Figure 1. Cells colored by class (run 1).
Scale: 1.5 px per um.
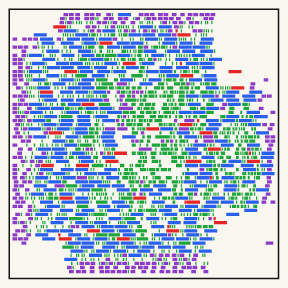
Figure 2. The clock network (run 1).
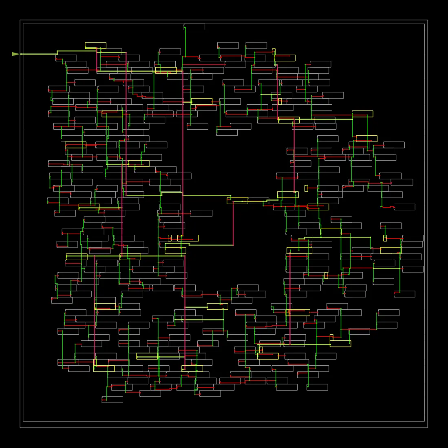
Figure 3. Signal wires on met3 (run 1).
Scale: 2 px per um.
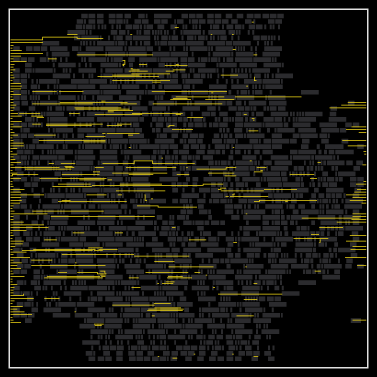
--- config.mk ---
export PLATFORM = sky130hd
export DESIGN_NAME = collision_ctl
export DESIGN_NICKNAME = d
export VERILOG_FILES = /design/src/rtl/collision_ctl.sv
export SDC_FILE = /design/constraint.sdc
export NUM_CORES = 1
export LEC_CHECK = 0
export CAP_MARGIN = 25
export CORE_MARGIN = 1
export CORE_UTILIZATION = 48
export CTS_CLUSTER_DIAMETER = 200
export CTS_CLUSTER_SIZE = 12
export DETAILED_ROUTE_END_ITERATION = 8
export PLACE_DENSITY = 0.79
export SLEW_MARGIN = 5
export SYNTH_ARGS = -nofsm -noshare
export SYNTH_HDL_FRONTEND = slang
export SYNTH_SLANG_ARGS = --single-unit
export TNS_END_PERCENT = 100
--- constraint.sdc ---
create_clock -name clk -period 4.07 [get_ports clk]
set_input_delay 0.6105 -clock clk [delete_from_list [all_inputs] [get_ports clk]]
set_output_delay 0.6105 -clock clk [all_outputs]
set_load 0.1 [all_outputs]
--- src/rtl/collision_ctl.sv ---
// Per-frame Donkey/barrel collision checker and lives keeper.
// Snapshots positions on frame_start, scans one barrel slot per clock, then resolves.
module collision_ctl #(
  parameter int BARRELS     = 10,
  parameter int DONKEY_W    = 48,
  parameter int DONKEY_H    = 64,
  parameter int BARREL_W    = 32,
  parameter int BARREL_H    = 32,
  parameter int LIVES       = 3,
  parameter int INVULN_TIME = 65_000_000
) (
  input  logic                    clk,
  input  logic                    rst,
  input  logic                    start_game,
  input  logic                    animation,
  input  logic                    frame_start,
  input  logic [10:0]             xpos,
  input  logic [10:0]             ypos,
  input  logic [BARRELS-1:0]      barrel,
  input  logic [BARRELS-1:0][10:0] xpos_barrel,
  input  logic [BARRELS-1:0][10:0] ypos_barrel,
  output logic                    hit,
  output logic [3:0]              hit_idx,
  output logic [1:0]              lives,
  output logic                    invuln,
  output logic                    game_over
);
  localparam logic [2:0] IDLE       = 3'd0;
  localparam logic [2:0] WAIT_FRAME = 3'd1;
  localparam logic [2:0] SCAN       = 3'd2;
  localparam logic [2:0] RESOLVE    = 3'd3;
  localparam logic [2:0] INVULN     = 3'd4;
  localparam logic [2:0] OVER       = 3'd5;

  localparam int CW = $clog2(INVULN_TIME + 1);

  logic [2:0]                state;
  logic [CW-1:0]             cnt;
  logic [3:0]                idx, first_idx;
  logic                      any_hit;
  logic [10:0]               snap_x, snap_y;
  logic [BARRELS-1:0]        snap_act;
  logic [BARRELS-1:0][10:0]  snap_bx, snap_by;

  // 12-bit sums so boxes near the right/bottom screen edge do not wrap
  logic [11:0] x12, y12, bx12, by12;
  logic        overlap, slot_hit;

  always_comb begin
    x12      = {1'b0, snap_x};
    y12      = {1'b0, snap_y};
    bx12     = {1'b0, snap_bx[idx]};
    by12     = {1'b0, snap_by[idx]};
    overlap  = (x12 < bx12 + 12'(BARREL_W)) && (bx12 < x12 + 12'(DONKEY_W)) &&
               (y12 < by12 + 12'(BARREL_H)) && (by12 < y12 + 12'(DONKEY_H));
    slot_hit = snap_act[idx] && overlap;
  end

  always_ff @(posedge clk or negedge rst) begin
    if (!rst) begin
      state     <= IDLE;
      cnt       <= '0;
      idx       <= '0;
      first_idx <= '0;
      any_hit   <= 1'b0;
      snap_x    <= '0;
      snap_y    <= '0;
      snap_act  <= '0;
      snap_bx   <= '0;
      snap_by   <= '0;
      hit       <= 1'b0;
      hit_idx   <= '0;
      lives     <= 2'(LIVES);
      invuln    <= 1'b0;
      game_over <= 1'b0;
    end else begin
      hit <= 1'b0;
      if (!start_game) begin
        state     <= IDLE;
        lives     <= 2'(LIVES);
        invuln    <= 1'b0;
        game_over <= 1'b0;
      end else begin
        case (state)
          IDLE: begin
            lives     <= 2'(LIVES);
            invuln    <= 1'b0;
            game_over <= 1'b0;
            state     <= WAIT_FRAME;
          end
          WAIT_FRAME: if (frame_start && !animation) begin
            snap_x   <= xpos;
            snap_y   <= ypos;
            snap_act <= barrel;
            snap_bx  <= xpos_barrel;
            snap_by  <= ypos_barrel;
            any_hit  <= 1'b0;
            idx      <= '0;
            state    <= SCAN;
          end
          SCAN: begin
            if (slot_hit) begin
              any_hit <= 1'b1;
              if (!any_hit) first_idx <= idx;
            end
            if (idx == 4'(BARRELS - 1)) state <= RESOLVE;
            else                        idx   <= idx + 4'd1;
          end
          RESOLVE: begin
            if (!any_hit) state <= WAIT_FRAME;
            else begin
              hit     <= 1'b1;
              hit_idx <= first_idx;
              lives   <= (lives != 2'd0) ? lives - 2'd1 : 2'd0;
              if (lives <= 2'd1) state <= OVER;
              else begin
                state  <= INVULN;
                cnt    <= '0;
                invuln <= 1'b1;
              end
            end
          end
          INVULN: begin
            if (cnt == CW'(INVULN_TIME - 1)) begin
              invuln <= 1'b0;
              state  <= WAIT_FRAME;
            end else cnt <= cnt + 1'b1;
          end
          OVER:    game_over <= 1'b1;
          default: state <= IDLE;
        endcase
      end
    end
  end
endmodule

==> impl_metrics.toml, run 1 <==
# yosys + openroad results
[cts]
cts_htree_levels = 1
cts-resized-gates = 1
numCtsBuffers = 28
post-cts-setup-buffer-count = 0
clock-root-buffer = "clkbuf_16"

[synthesis]
async_reset_ff_share_pct = 100
ys_chip_area_mm2 = 0.0149
yosysWarningCount = 0
synth_nets = 1982
synth-compound-area-share_pct = 6.54
syn_area_mm2 = 0.0149
synth_seq_share_pct = 50.1
synth-simple-area-share_pct = 24.6
adder_share_pct = 3.93
synth.area.mux_share_pct = 9.01
ys_cells = 1678

[critical_path]
path_class = "reg2reg"
critPathLaunchType = "register"
regToRegSetupSlack_ps = 140
cp_max_fo = 7

[route]
drtAntennaViolNets = 0
routed.top_layer = "met4"
met2WireLength_um = 19400
wl_met1_um = 18300
first_iter_violations = 1076
drc = 0

[sta]
worst_slew_pin_slew_ps = 975
fin_crit_ps = 3930
fin_crit_sh_pct = 96.6

[power_and_ir_drop]
total_power_w = 0.0102
p_seq_w = 0.00419
p_sw_w = 0.00344
p_clk_share_pct = 23.0
comb_power_share_pct = 35.7
peakVddDrop_mv = 0.359

[floorplanning]
die_x_um = 178

[global_route]
grt.total_usage_pct = 26.2
overflow = 0
gr-usage-met1_pct = 37.3

[finish]
lay_top_count = "nand2_1"
fillers = 2534
flop_area_mm2 = 0.00749
comb_area_mm2 = 0.00703
drive_gt1_share_pct = 7.64

[min_path]
hold_path_class = "in2async"

[place]
dp_hpwl_um = 30500

[flow_run]
max_cap_viol_count = 0

[outcome]
run_status = "completed"
Notes on Figure 1 above:
| class | color | cells | share of their area |
|---|---|---|---|
| other buffers and delay cells | purple | 310 | 17% |
| clock drivers and dummy loads | red | 39 | 4.1% |
| all other logic | green | 1290 | 39% |
| flip-flops | blue | 299 | 40% |
Layout Utilization: 62.3%
Seq area share: 39.3%
num rows: 64
core area: 0.0306 mm2

Notes on Figure 2 above:
# clk buffers: 38
flip-flops: 299
clk pwr: 0.00234 W
worst skew pair latency: 570 ps
CTS sink cnt: 299

Notes on Figure 3 above:
longest straight run: 55.4 um
main direction: horizontal
wire length on this layer: 2800 um
grt met3 use: 4.07%
total number of vias: 12.7k
DRT Wirelength: 41500 um

run 1: state kept, by name, indices dropped and copies added, names as in the netlist:
signal and flops:
snap_act 10, hit_idx 4, first_idx 4, snap_y 11, snap_bx 110, lives 2
any_hit 1, idx 4, hit 1, invuln 1, cnt 26, state 3
game_over 1, snap_by 110, snap_x 11
run 1: Yosys cell counts (3+ instances only):
master	number
nand4_1	5
or3_1	3
o31a_1	4
mux2_2	15
a22oi_1	5
a211oi_1	3
nor4_1	7
ha_1	47
buf_2	12
nand3_1	24
a21oi_1	41
mux2i_1	52
o22ai_1	6
mux2_1	4
inv_1	35
a21o_1	8
nand2b_1	6
nand2_1	772
nor2b_1	7
nor2_1	69
clkbuf_1	69
nor3_1	6
xnor2_1	24
o211ai_1	3
o221ai_1	5
nand4b_1	3
mux4_2	26
xor2_1	17
o22a_1	8
o21ai_0	35
buf_6	3
dfrtp_1	297
and3_1	6
o21a_1	3
run 1: worst max-delay path: cells and delay by family, from the launching register on:
| kind | cells | cell delay, ps |
|---|---|---|
| DFF | 1 | 500 |
| buffers and inverters | 1 | 160 |
| muxes | 2 | 850 |
| xor gates and xnor gates | 1 | 170 |
| and+or+nand+nor | 3 | 340 |
| adders and majority gates | 2 | 460 |
| AOI/OAI and AO/OA | 6 | 1300 |
run 1: final timing paths:
kind,from,end
worst max-delay path,idx[0],first_idx[1]
worst min-delay path,rst,cnt[19]
worst max register to register,idx[0],first_idx[1]
worst min register to register,snap_bx[29],snap_bx[29]
max in group asynchronous,rst,snap_bx[82]
min in group clk,snap_bx[29],snap_bx[29]
run 1: cell type report:
type / count / share of cell area (%)
clock buffer: 38 / 3.87
clock inverter: 1 / 0.157
inverter: 35 / 0.689
multi-input combinational: 1255 / 36.9
sequential: 299 / 39.3
tap: 396 / 2.60
timing repair buffer: 310 / 16.6
==> run 2, diff against run 1 <==
GPL_ROUTABILITY_DRIVEN = 0   (was default)
Figure 4. The clock network (run 2).
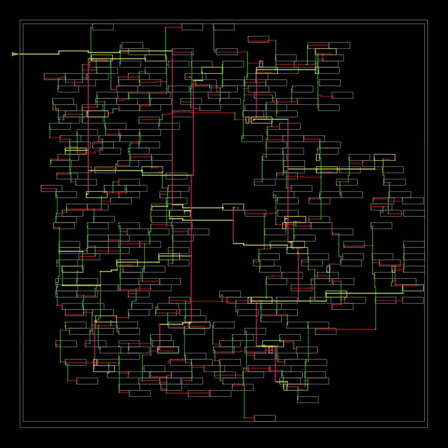
# clk buffers: 39
worst skew pair latency: 560 ps
CTS buffer count: 28
Layout Skew: 21.8 ps
clk pwr: 0.00233 W

==> run 2 against run 1 <==
Against the previous run:
- register-to-register slack got worse by 40 ps
- hold slack got worse by 120 ps
- combinational power hardly changed
- critical path depth grew 1
- via count barely moved
- design area hardly changed
- synthesized cell count unchanged
- flip-flop count did not move
- largest power group unchanged
- routed wire length is essentially flat
- highest routed layer unchanged
- sequential share of layout area about the same
- first-iteration DRC count fell by 2.9%
- worst setup slack lost 38 ps
==> impl_metrics.toml, run 2 <==
# yosys + openroad results
[synthesis]
async_reset_ff_share_pct = 100
synth_nets = 1982
ys_cells = 1678
synthMostInstantiatedCell = "nand2_1"
yosysWarningCount = 0
ys_chip_area_mm2 = 0.0149
syn_area_mm2 = 0.0149
synthDistinctLibCells = 69
synth_seq_share_pct = 50.1
common_cells = "nand2_1, dfrtp_1, clkbuf_1, nor2_1, mux2i_1"

[finish]
lay_top_count = "nand2_1"
drive_gt1_share_pct = 7.65
fillers = 2485
reg.largest.list = "snap_bx (110), snap_by (110), cnt (26)"

[critical_path]
critPathLaunchType = "register"
cp_max_fo = 5
critPathTopFamily = "AND-OR/OR-AND gates"
path_class = "reg2reg"
crit_top_cell = "buf_6"
worst-path-buf-inv = 3

[sta]
relSlewSlack_pct = 35.1
fin_crit_ps = 3970
worst_slack_ps = 100
hold_viol = 0
fin_crit_sh_pct = 97.5
worst_slew_pin_slew_ps = 971
max_freq_mhz = 252

[floorplanning]
die_height_um = 178
core_area_mm2 = 0.0306
core.rowCount = 64
die_x_um = 178

[flow_run]
max_cap_viol_count = 0

[place]
dp_hpwl_um = 30300
pre_cts_slack_ps = -3.96
placed_area_mm2 = 0.0181

[route]
num_vias = 12700
drtAntennaViolNets = 0
first_iter_violations = 1045
drc = 0
drt-total-wl_um = 41500

[global_route]
grt_max_degree = 161
grt.total_usage_pct = 26.5
overflow = 0

[power_and_ir_drop]
peakVddDrop_mv = 0.371

[cts]
cts_htree_levels = 1
clock-root-buffer = "clkbuf_16"
clock_sinks = 299

[outcome]
run_status = "completed"

[min_path]
hold_path_class = "in2async"
run 2: cell counts after synthesis:
Identical to the previous run, type by type.
run 2: timing repair:
| item | CTS | global route |
|---|---|---|
| cloned | 0 | 1 |
| gates resized | 6 | 14 |
| setup buffers | 2 | 9 |
| setup endpoints to repair | 4 | 4 |
| hold buffers | 0 | 0 |
| pin swaps | 2 | 6 |
run 2: where the power goes:
| part | switching, W | internal, W | leakage [nW] |
|---|---|---|---|
| clock network | 0.00108 | 0.00125 | 0.365 |
| logic | 0.00186 | 0.00180 | 5.11 |
| registers | 0.000513 | 0.00367 | 3.82 |
run 2: cell families after synthesis:
kind of cell,synth area share (%)
compound gates,6.54
xor+xnor,2.40
fa+ha+maj,3.93
buf+inv,3.49
flops,50.1
mux,9.01
simple gates,24.6
run 2: cell type report:
type | instances | area, um2 | share of cell area (%)
sequential | 299 | 7490 | 39.3
multi-input combinational | 1255 | 6990 | 36.7
timing repair buffer | 319 | 3190 | 16.7
clock buffer | 39 | 742 | 3.89
antenna | 1 | 2.50 | 0.0131
clock inverter | 1 | 16.3 | 0.0853
tap | 396 | 495 | 2.60
inverter | 35 | 131 | 0.689
run 2: per-layer routing:
metal,vias up,share of wire (%),global-route usage [%]
met1,6058,43,36.8
met3,92,8.0,4.77
li1,6000,-,-
met2,526,46,42.0
met4,0,3.5,8.55
met5,-,0,0
run 2: final timing paths:
check	startpoint	endpoint	slack, ps	depth (start not counted)
worst max-delay path	idx[0]	first_idx[3]	100	16
worst min-delay path	rst	cnt[20]	20	1
worst max register to register	idx[0]	first_idx[3]	100	16
worst min register to register	snap_bx[22]	snap_bx[22]	470	2
max in group asynchronous	rst	snap_by[19]	2840	2
min in group clk	snap_bx[22]	snap_bx[22]	470	2
==> run 3, diff against run 2 <==
PLACE_DENSITY = 0.81   (was 0.79)
Figure 5. The clock network (run 3).
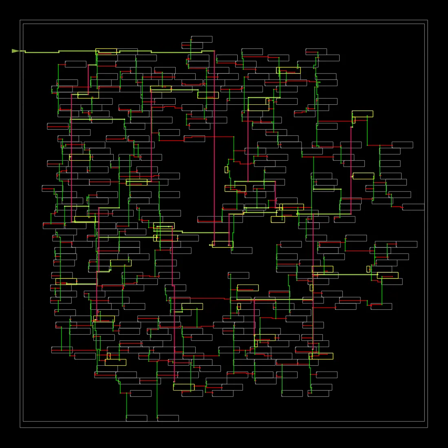
# clk buffers: 40
Layout Skew: 20.1 ps
clk pwr: 0.00235 W

==> run 3 against run 2 <==
Against the previous run:
- combinational power grew 3%
- global-route usage shrank 0.39 points
- first-iteration DRC count grew 18%
- area after synthesis is the same
- critical path type unchanged
- critical endpoint is now first_idx[0]
- largest cell class unchanged
==> impl_metrics.toml, run 3 <==
# yosys + openroad results
[outcome]
run_status = "completed"

[place]
dp_hpwl_um = 29900
placed_area_mm2 = 0.0181
pre_cts_slack_ps = -75.8

[critical_path]
timing.rr.start = "idx[0]"
critPathTopFamily = "AND-OR/OR-AND gates"
worst-path-buf-inv = 2
critPathLaunchType = "register"
startpoint = "idx[0]"
path_class = "reg2reg"

[synthesis]
yosysWarningCount = 0
ys_chip_area_mm2 = 0.0149
synthDistinctLibCells = 69
synthMostInstantiatedCell = "nand2_1"
ys_cells = 1678
synth_nets = 1982
synth_seq_share_pct = 50.1
common_cells = "nand2_1, dfrtp_1, clkbuf_1, nor2_1, mux2i_1"

[route]
wl_met3_um = 3220
met2WireLength_um = 19800
routed.top_layer = "met5"
num_vias = 13000
drc = 0
drtAntennaViolNets = 0
drt-total-wl_um = 42200
first_iter_violations = 1231
wl_met1_um = 17700

[cts]
clock_sinks = 299
cts_htree_levels = 1
clock-root-buffer = "clkbuf_16"

[floorplanning]
core_area_mm2 = 0.0306
die_x_um = 178
die_height_um = 178

[global_route]
gr-usage-met1_pct = 36.6
gr-usage-met2_pct = 41.5
grt.total_usage_pct = 26.1
grtUsageMet3_pct = 4.11

[sta]
fin_crit_sh_pct = 99.2
worst_slew_pin_slew_ps = 966
worst_slack_ps = 31.2
hold_viol = 0
fin_crit_ps = 4040

[min_path]
hold_path_class = "in2async"

[finish]
lay_top_count = "nand2_1"
drive_gt1_share_pct = 7.42
fillers = 2458
## run 3: cell types whose count changed in the layout (fill, tap and decap cells not counted), sizes merged
cell	delta
clkbuf	+2
diode	+1
buf	-8
## run 3: cell families after synthesis
kind of cell             after synthesis  share of synthesized area, %
buffers and inverters                124                          3.49
AND/OR/NAND/NOR                      923                          24.6
AND-OR/OR-AND                        146                          6.54
adder cells (fa/ha/maj)               47                          3.93
XOR/XNOR                              41                          2.40
flip-flops                           299                          50.1
multiplexers                          98                          9.01
## run 3: what timing repair did
| action | in CTS | in global routing |
|---|---|---|
| setup endpoints to repair | 4 | 4 |
| setup buffers | 0 | 13 |
| gates resized | 2 | 26 |
| pin swaps | 0 | 2 |
| gates cloned | 0 | 2 |
| endpoints found under the hold margin | 0 | 0 |
## run 3: how the worst max path moves through the flow
stage	to	slack, ps	depth (start not counted)
finish	first_idx[0]	30	15
global route	first_idx[0]	-110	15
CTS	first_idx[2]	20	11
detailed placement	first_idx[2]	-80	11
global placement	first_idx[3]	160	11
floorplan	first_idx[0]	1	17
## run 3: where the power goes
group	switching (W)	total (W)	leakage, nW	internal (W)
Sequential	0.000492	0.00416	3.82	0.00367
Combinational	0.00194	0.00378	5.10	0.00184
Clock	0.00110	0.00235	0.366	0.00125
## run 3: stage by stage
step                      std cells  total power (W)
after floorplan                1678          0.00640
after global placement         2282          0.00739
after detailed placement       2282          0.00757
after CTS                      2323          0.00995
after global routing           2338           0.0108
final                          2340           0.0103
## run 3: area by class of cell
class | instances | area (um2) | area share (%)
antenna | 2 | 5.00 | 0.0262
clock buffer | 40 | 746 | 3.91
multi-input combinational | 1255 | 7010 | 36.7
timing repair buffer | 312 | 3180 | 16.7
inverter | 35 | 131 | 0.689
sequential | 299 | 7490 | 39.3
tap | 396 | 495 | 2.60
clock inverter | 1 | 16.3 | 0.0853
Power is estimated from default activity; no workload was simulated.
